$ cat config.mk
export PLATFORM = sky130hd
export DESIGN_NAME = uart_loader_flat
export DESIGN_NICKNAME = d
export VERILOG_FILES = /design/src/rtl/uart_loader_pkg.sv /design/src/rtl/uart_loader_if.sv /design/src/rtl/uart_byte_packer.sv /design/src/rtl/uart_loader.sv /design/src/flat_wrapper.sv
export SDC_FILE = /design/constraint.sdc
export NUM_CORES = 1
export LEC_CHECK = 0
export CORE_MARGIN = 2
export CORE_UTILIZATION = 59
export CTS_CLUSTER_DIAMETER = 30
export DETAILED_ROUTE_END_ITERATION = 10
export PLACE_DENSITY = 0.84
export SETUP_SLACK_MARGIN = 0.15
export SYNTH_ARGS = -nofsm -noshare
export SYNTH_HDL_FRONTEND = slang
export SYNTH_HIERARCHICAL = 1
export SYNTH_SLANG_ARGS = --single-unit
$ cat constraint.sdc
create_clock -name clk -period 2.7 [get_ports clk]
set_input_delay 0.54 -clock clk [delete_from_list [all_inputs] [get_ports clk]]
set_output_delay 0.54 -clock clk [all_outputs]
set_load 0.02 [all_outputs]
$ cat src/rtl/uart_loader_pkg.sv
`default_nettype none
// ============================================================================
// Module      : uart_loader_pkg
// Description : Shared definitions for the UART programming loader: memory
//               geometry defaults, loader state encodings, word packing and
//               session timeout constants.
// Ports       : none (package)
// Revision    : 1.0 - initial release
// ============================================================================
package uart_loader_pkg;

  // Memory geometry defaults shared with the instruction/data memories
  localparam int UART_ROM_DEPTH      = 14;
  localparam int UART_ISA_WIDTH      = 32;

  // Loader state encodings
  localparam logic [1:0] UART_LDR_IDLE = 2'd0;
  localparam logic [1:0] UART_LDR_RECV = 2'd1;
  localparam logic [1:0] UART_LDR_DONE = 2'd2;

  localparam int UART_BYTES_PER_WORD = 4;
  localparam int UART_TIMEOUT        = 1000000;

  typedef enum logic [1:0] {
    ST_IDLE = UART_LDR_IDLE,
    ST_RECV = UART_LDR_RECV,
    ST_DONE = UART_LDR_DONE
  } ldr_state_t;

endpackage : uart_loader_pkg
`default_nettype wire

$ cat src/rtl/uart_loader_if.sv
`default_nettype none
// ============================================================================
// Module      : uart_loader_if
// Description : Bundle between the UART byte receiver / hazard unit and the
//               memory programming write port.
// Ports       : start, rx_valid, rx_byte      - into the loader
//               upg_wen, upg_adr, upg_dat,
//               upg_done, busy                - out of the loader
//               modport master : loader side
//               modport slave  : environment side
// Revision    : 1.0 - initial release
// ============================================================================
interface uart_loader_if #(
  parameter int ROM_DEPTH = 14,
  parameter int ISA_WIDTH = 32
);
  logic                 start;
  logic                 rx_valid;
  logic [7:0]           rx_byte;
  logic                 upg_wen;
  logic [ROM_DEPTH:0]   upg_adr;
  logic [ISA_WIDTH-1:0] upg_dat;
  logic                 upg_done;
  logic                 busy;

  modport master (
    input  start, rx_valid, rx_byte,
    output upg_wen, upg_adr, upg_dat, upg_done, busy
  );

  modport slave (
    output start, rx_valid, rx_byte,
    input  upg_wen, upg_adr, upg_dat, upg_done, busy
  );
endinterface : uart_loader_if
`default_nettype wire

$ cat src/rtl/uart_byte_packer.sv
`default_nettype none
// ============================================================================
// Module      : uart_byte_packer
// Description : Little-endian assembly of four received bytes into one word.
//               Emits a one-cycle word_ready pulse the cycle after the 4th
//               byte; word holds its value until the next completed word.
// Ports       : clk, rst     - clock, async active-high reset
//               clear        - return byte index to 0, drop partial word
//               accept       - rx_byte is taken this cycle
//               rx_byte      - byte to store
//               byte_idx     - index of the next byte within the word
//               word_ready   - pulse, word is complete
//               word         - last completed word
// Revision    : 1.0 - initial release
// ============================================================================
module uart_byte_packer
  import uart_loader_pkg::*;
#(
  parameter int ISA_WIDTH = UART_ISA_WIDTH
) (
  input  wire logic                 clk,
  input  wire logic                 rst,
  input  wire logic                 clear,
  input  wire logic                 accept,
  input  wire logic [7:0]           rx_byte,
  output logic      [1:0]           byte_idx,
  output logic                      word_ready,
  output logic      [ISA_WIDTH-1:0] word
);

  // Lower three bytes; the top byte goes straight into word on completion
  logic [ISA_WIDTH-9:0] r_shadow;

  always_ff @(posedge clk or posedge rst) begin
    if (rst) begin
      byte_idx   <= 2'd0;
      word_ready <= 1'b0;
      word       <= '0;
      r_shadow   <= '0;
    end else if (clear) begin
      byte_idx   <= 2'd0;
      word_ready <= 1'b0;
    end else begin
      word_ready <= 1'b0;
      if (accept) begin
        if (byte_idx == 2'(UART_BYTES_PER_WORD - 1)) begin
          word       <= {rx_byte, r_shadow};
          word_ready <= 1'b1;
          byte_idx   <= 2'd0;
        end else begin
          r_shadow[{byte_idx, 3'b000} +: 8] <= rx_byte;
          byte_idx <= byte_idx + 2'd1;
        end
      end
    end
  end

endmodule : uart_byte_packer
`default_nettype wire

$ cat src/rtl/uart_loader.sv
`default_nettype none
// ============================================================================
// Module      : uart_loader
// Description : Producer side of the UART programming write port. Packs
//               received bytes into words and writes them to consecutive
//               word addresses; the address MSB selects data memory.
//               A session ends at the top address, on idle timeout, or is
//               aborted when start drops.
// Ports       : clk  - system clock
//               rst  - asynchronous active-high reset
//               bus  - uart_loader_if.master (start, rx_valid, rx_byte,
//                      upg_wen, upg_adr, upg_dat, upg_done, busy)
// Revision    : 1.0 - initial release
// ============================================================================
module uart_loader
  import uart_loader_pkg::*;
#(
  parameter int ROM_DEPTH      = UART_ROM_DEPTH,
  parameter int ISA_WIDTH      = UART_ISA_WIDTH,
  parameter int TIMEOUT_CYCLES = UART_TIMEOUT
) (
  input  wire logic     clk,
  input  wire logic     rst,
  uart_loader_if.master bus
);

  localparam int AW     = ROM_DEPTH + 1;
  localparam int TMR_W  = ($clog2(TIMEOUT_CYCLES) < 1) ? 1 : $clog2(TIMEOUT_CYCLES);

  ldr_state_t           r_state, w_next;
  logic [AW-1:0]        r_addr;
  logic [AW-1:0]        r_adr_out;
  logic [TMR_W-1:0]     r_timer;
  logic                 r_got_byte;  // timeout armed after the first byte
  logic                 r_full;      // last address captured, no more bytes

  logic [1:0]           w_byte_idx;
  logic                 w_word_ready;
  logic [ISA_WIDTH-1:0] w_word;
  logic                 w_accept;
  logic                 w_capture;
  logic                 w_timeout;

  assign w_accept  = (r_state == ST_RECV) && bus.start && bus.rx_valid && !r_full;
  assign w_capture = w_accept && (w_byte_idx == 2'(UART_BYTES_PER_WORD - 1));
  // A byte in the expiry cycle wins over the timeout
  assign w_timeout = r_got_byte && !bus.rx_valid &&
                     (r_timer == TMR_W'(TIMEOUT_CYCLES - 1));

  uart_byte_packer #(.ISA_WIDTH(ISA_WIDTH)) u_packer (
    .clk        (clk),
    .rst        (rst),
    .clear      (r_state != ST_RECV),
    .accept     (w_accept),
    .rx_byte    (bus.rx_byte),
    .byte_idx   (w_byte_idx),
    .word_ready (w_word_ready),
    .word       (w_word)
  );

  always_ff @(posedge clk or posedge rst) begin
    if (rst) r_state <= ST_IDLE;
    else     r_state <= w_next;
  end

  always_comb begin
    w_next = r_state;
    case (r_state)
      ST_IDLE: if (bus.start) w_next = ST_RECV;
      ST_RECV: begin
        if (!bus.start)                  w_next = ST_IDLE;
        else if (w_word_ready && r_full) w_next = ST_DONE;
        else if (w_timeout)              w_next = ST_DONE;
      end
      ST_DONE: if (!bus.start) w_next = ST_IDLE;
      default: w_next = ST_IDLE;
    endcase
  end

  always_ff @(posedge clk or posedge rst) begin
    if (rst) begin
      r_addr     <= '0;
      r_adr_out  <= '0;
      r_timer    <= '0;
      r_got_byte <= 1'b0;
      r_full     <= 1'b0;
    end else if (r_state != ST_RECV) begin
      r_addr     <= '0;
      r_timer    <= '0;
      r_got_byte <= 1'b0;
      r_full     <= 1'b0;
    end else begin
      if (w_capture) begin
        r_adr_out <= r_addr;
        r_addr    <= r_addr + AW'(1);
        if (r_addr == {AW{1'b1}}) r_full <= 1'b1;
      end
      if (w_accept) begin
        r_timer    <= '0;
        r_got_byte <= 1'b1;
      end else if (r_got_byte) begin
        r_timer <= r_timer + TMR_W'(1);
      end
    end
  end

  // Dropping start during the strobe cycle suppresses the write
  assign bus.upg_wen  = w_word_ready && bus.start && (r_state == ST_RECV);
  assign bus.upg_adr  = r_adr_out;
  assign bus.upg_dat  = w_word;
  assign bus.upg_done = (r_state == ST_DONE);
  assign bus.busy     = (r_state == ST_RECV);

endmodule : uart_loader
`default_nettype wire

$ cat src/flat_wrapper.sv
// flat-port wrapper written by rule: the top's interface ports become plain ports
module uart_loader_flat import uart_loader_pkg::*;
#(
  parameter int ROM_DEPTH      = UART_ROM_DEPTH,
  parameter int ISA_WIDTH      = UART_ISA_WIDTH,
  parameter int TIMEOUT_CYCLES = UART_TIMEOUT
)
  (clk, rst, bus_start, bus_rx_valid, bus_rx_byte, bus_upg_wen, bus_upg_adr, bus_upg_dat, bus_upg_done, bus_busy);
  uart_loader_if #(.ROM_DEPTH(ROM_DEPTH), .ISA_WIDTH(ISA_WIDTH)) bus_i ();
  input  wire logic clk;
  input  wire logic rst;
  input wire logic [$bits(bus_i.start)-1:0] bus_start;
  input wire logic [$bits(bus_i.rx_valid)-1:0] bus_rx_valid;
  input wire logic [$bits(bus_i.rx_byte)-1:0] bus_rx_byte;
  output wire logic [$bits(bus_i.upg_wen)-1:0] bus_upg_wen;
  output wire logic [$bits(bus_i.upg_adr)-1:0] bus_upg_adr;
  output wire logic [$bits(bus_i.upg_dat)-1:0] bus_upg_dat;
  output wire logic [$bits(bus_i.upg_done)-1:0] bus_upg_done;
  output wire logic [$bits(bus_i.busy)-1:0] bus_busy;
  assign bus_i.start = bus_start;
  assign bus_i.rx_valid = bus_rx_valid;
  assign bus_i.rx_byte = bus_rx_byte;
  assign bus_upg_wen = bus_i.upg_wen;
  assign bus_upg_adr = bus_i.upg_adr;
  assign bus_upg_dat = bus_i.upg_dat;
  assign bus_upg_done = bus_i.upg_done;
  assign bus_busy = bus_i.busy;
  uart_loader #(.ROM_DEPTH(ROM_DEPTH), .ISA_WIDTH(ISA_WIDTH), .TIMEOUT_CYCLES(TIMEOUT_CYCLES)) u_core (.clk(clk), .rst(rst), .bus(bus_i));
endmodule
**Met1 routing**

Cells faint in the background.
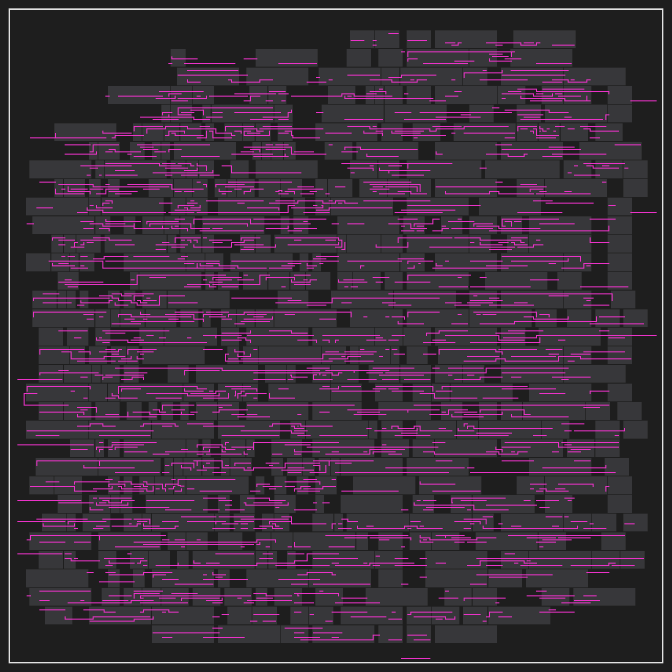
share of all routed wire	44%
longest straight run	32.7 microns
nets with wire on the layer	426
main direction	horizontal
met1 GRT Util: 33.96%
via count: 3,547
final wirelength: 10,890 microns

**Signal wires on met2**

Bar = 20 microns.
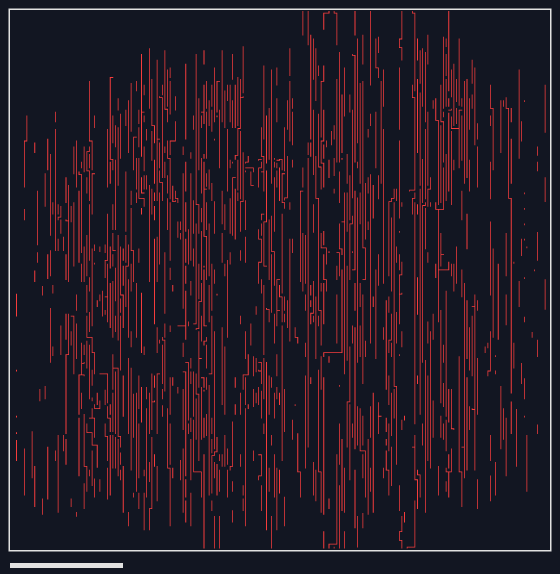
longest straight run	51.0 microns
wire length on this layer	5,540 microns
nets with wire on the layer	450
main direction	vertical
met2 usage: 44.72%

**Met3 routing**

Bar = 20 microns.
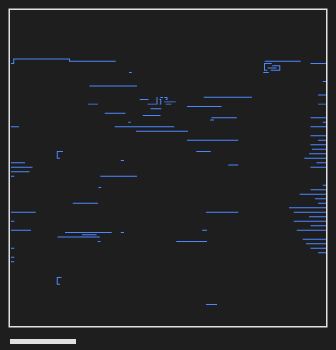
nets with wire on the layer	69
main direction	horizontal
longest straight run	17.7 microns
met3 usage: 5.455%

**Clock nets**

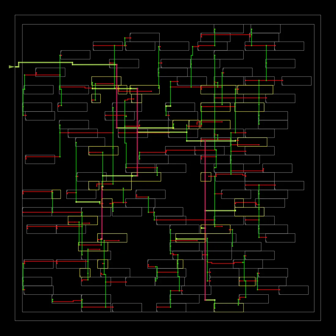
Clock Skew: 0.006034 ns
clk ins delay skew pair: 0.50 ns
clock buf count: 18
number of buffers created by CTS: 17

==> qor.yml <==
place:
  place_inst: 556
  dp_hpwl_microns: 6738
  io_buffers: 61
  dpl-instance-area_sq_um: 5695
synth:
  synth.avg_cell_area_sq_um: 12.57
  xor_share_pct: 2.666
  synthArstFlopShare_pct: 100.0
  simple_gate_share_pct: 16.17
  synthFlopType: "dfrtp_1"
  yosysWarningCount: 6
  synthAdderAreaFrac_pct: 1.777
  synth-edff-count: 0
  logic_family: "simple AND/OR/NAND/NOR gates"
  topCellsByArea: "dfrtp_1, mux2_2, a22o_1"
  top_area_cell: "dfrtp_1"
  ys_ff: 113
  top_cell_area_share_pct: 57.37
  ys_seq_share_pct: 57.37
global_route:
  grt_overflow: 0
  grt_pass1_wl_microns: 18140
  antenna_found_initial: 0
  grt_max_degree: 60
  grt.total_usage_pct: 26.32
  grt_pass1_vias: 3671
layout:
  flops: 113
  fillers: 510
  buffers: 73
  combAreaFraction_pct: 31.61
  logic_area_sq_um: 1986
  biggestCellCategory: "registers"
  layout.cells.non_filler: 588
  buf_share_pct: 11.39
  num-multi-input-gates: 255
  regArea_sq_um: 2828
  layout_top_cells: "dfrtp_1, clkdlybuf4s50_1, mux2_2"
  n_antenna_cell: 0
  lay_top_count: "dfrtp_1"
run:
  drv_cap: 0
  warnings: 30
die:
  chipArea_sq_um: 9100
  core-area_sq_um: 8175
  n_tap_cell: 105
  fp_util_pct: 60.28
  ios: 62
  dieHeight_microns: 95.40
routing:
  route.detailed.wl_per_inst_microns: 18.51
  drc: 0
  drt-vias-per-instance: 6.032
  m1WireLength_microns: 4753
  ant_nets: 0
  wl_met3_microns: 442
  dr.pass1.iters: 5
worst_setup_path:
  max_stage_delay_ns: 0.61
  cp_num_buf_inv: 2
  crit_path_top_delay_cell: "clkdlybuf4s50_1"
  cp.required_ns: 2.16
  crit_path_end_kind: "primary output"
  arrival_ns: 1.79
  crit_family: "buffers and inverters"
sta:
  fmaxAchievable_mhz: 429.9
  fin_crit_sh_pct: 86.16
  rsz0062_at_grt: "false"
  holdWs_ns: 0.4921
  slew_viol_final: 0
  final.setup.tns_ns: 0
  tightest_slew_ns: 0.6941
  fin_crit_ns: 2.326
status:
  status: "finished, final reports clean"
clock_tree:
  cts_tree: "built"
  ctsHoldBuffers: 0
  cts_setup_buffers: 0
pwr:
  p_per_area_nw_per_um2: 646.7
  peakVddDrop_v: 0.0004000
hold_path:
  min_path_type: "flop to flop"
-- cells in the mapped netlist, types with 6 or more instances --
cell,number
dfrtp_1,113
mux2_2,46
a22o_1,23
nand2_1,21
nand3_1,19
nor2_1,19
a21oi_1,10
inv_1,10
o21ai_0,10
nand4_1,9
xnor2_1,9
ha_1,7
mux2i_1,7
and3_1,6
nor4_1,6
or4_1,6
xor2_1,6
-- sequential cells by signal, summed over array words and instances, names as in the netlist --
signal                      flops
u_core/r_state                  2
u_core/u_packer/r_shadow       24
u_core/bus.upg_adr             15
u_core/u_packer/word           32
u_core/u_packer/word_ready      1
u_core/r_timer                 20
u_core/u_packer/byte_idx        2
u_core/r_got_byte               1
u_core/r_addr                  15
u_core/r_full                   1
-- through the flow --
| step | power, uW | setup slack (ns) | utilization, % |
|---|---|---|---|
| 3_3_place_gp | 1924 | 0.1597 | 69.67 |
| 6_report | 4063 | 0.3738 | 76.84 |
| 4_1_cts | 4099 | 0.2059 | 76.81 |
| 2_1_floorplan | 1865 | 0.7037 | - |
| 5_1_grt | 4198 | 0.2675 | 76.84 |
| 3_5_place_dp | 1930 | 0.05080 | 69.67 |
-- report_power, final --
part	switching [uW]	internal, uW
Clock	810	1350
Sequential	30.3	1730
Combinational	90.1	59.0
-- final timing paths --
kind                       cells after the start  slack (ns)                         from                           end
max                                            3        0.37            u_core/r_state[1]                      bus_busy
min                                            2        0.49        u_core/bus.upg_adr[6]         u_core/bus.upg_adr[6]
max reg2reg                                    5        0.58  u_core/u_packer/byte_idx[0]  u_core/u_packer/r_shadow[16]
min reg2reg                                    2        0.49        u_core/bus.upg_adr[6]         u_core/bus.upg_adr[6]
max in group asynchronous                      3        1.62                          rst      u_core/u_packer/word[22]
min in group asynchronous                      3        0.60                          rst            u_core/r_timer[10]
Power and IR drop assume default switching activity.
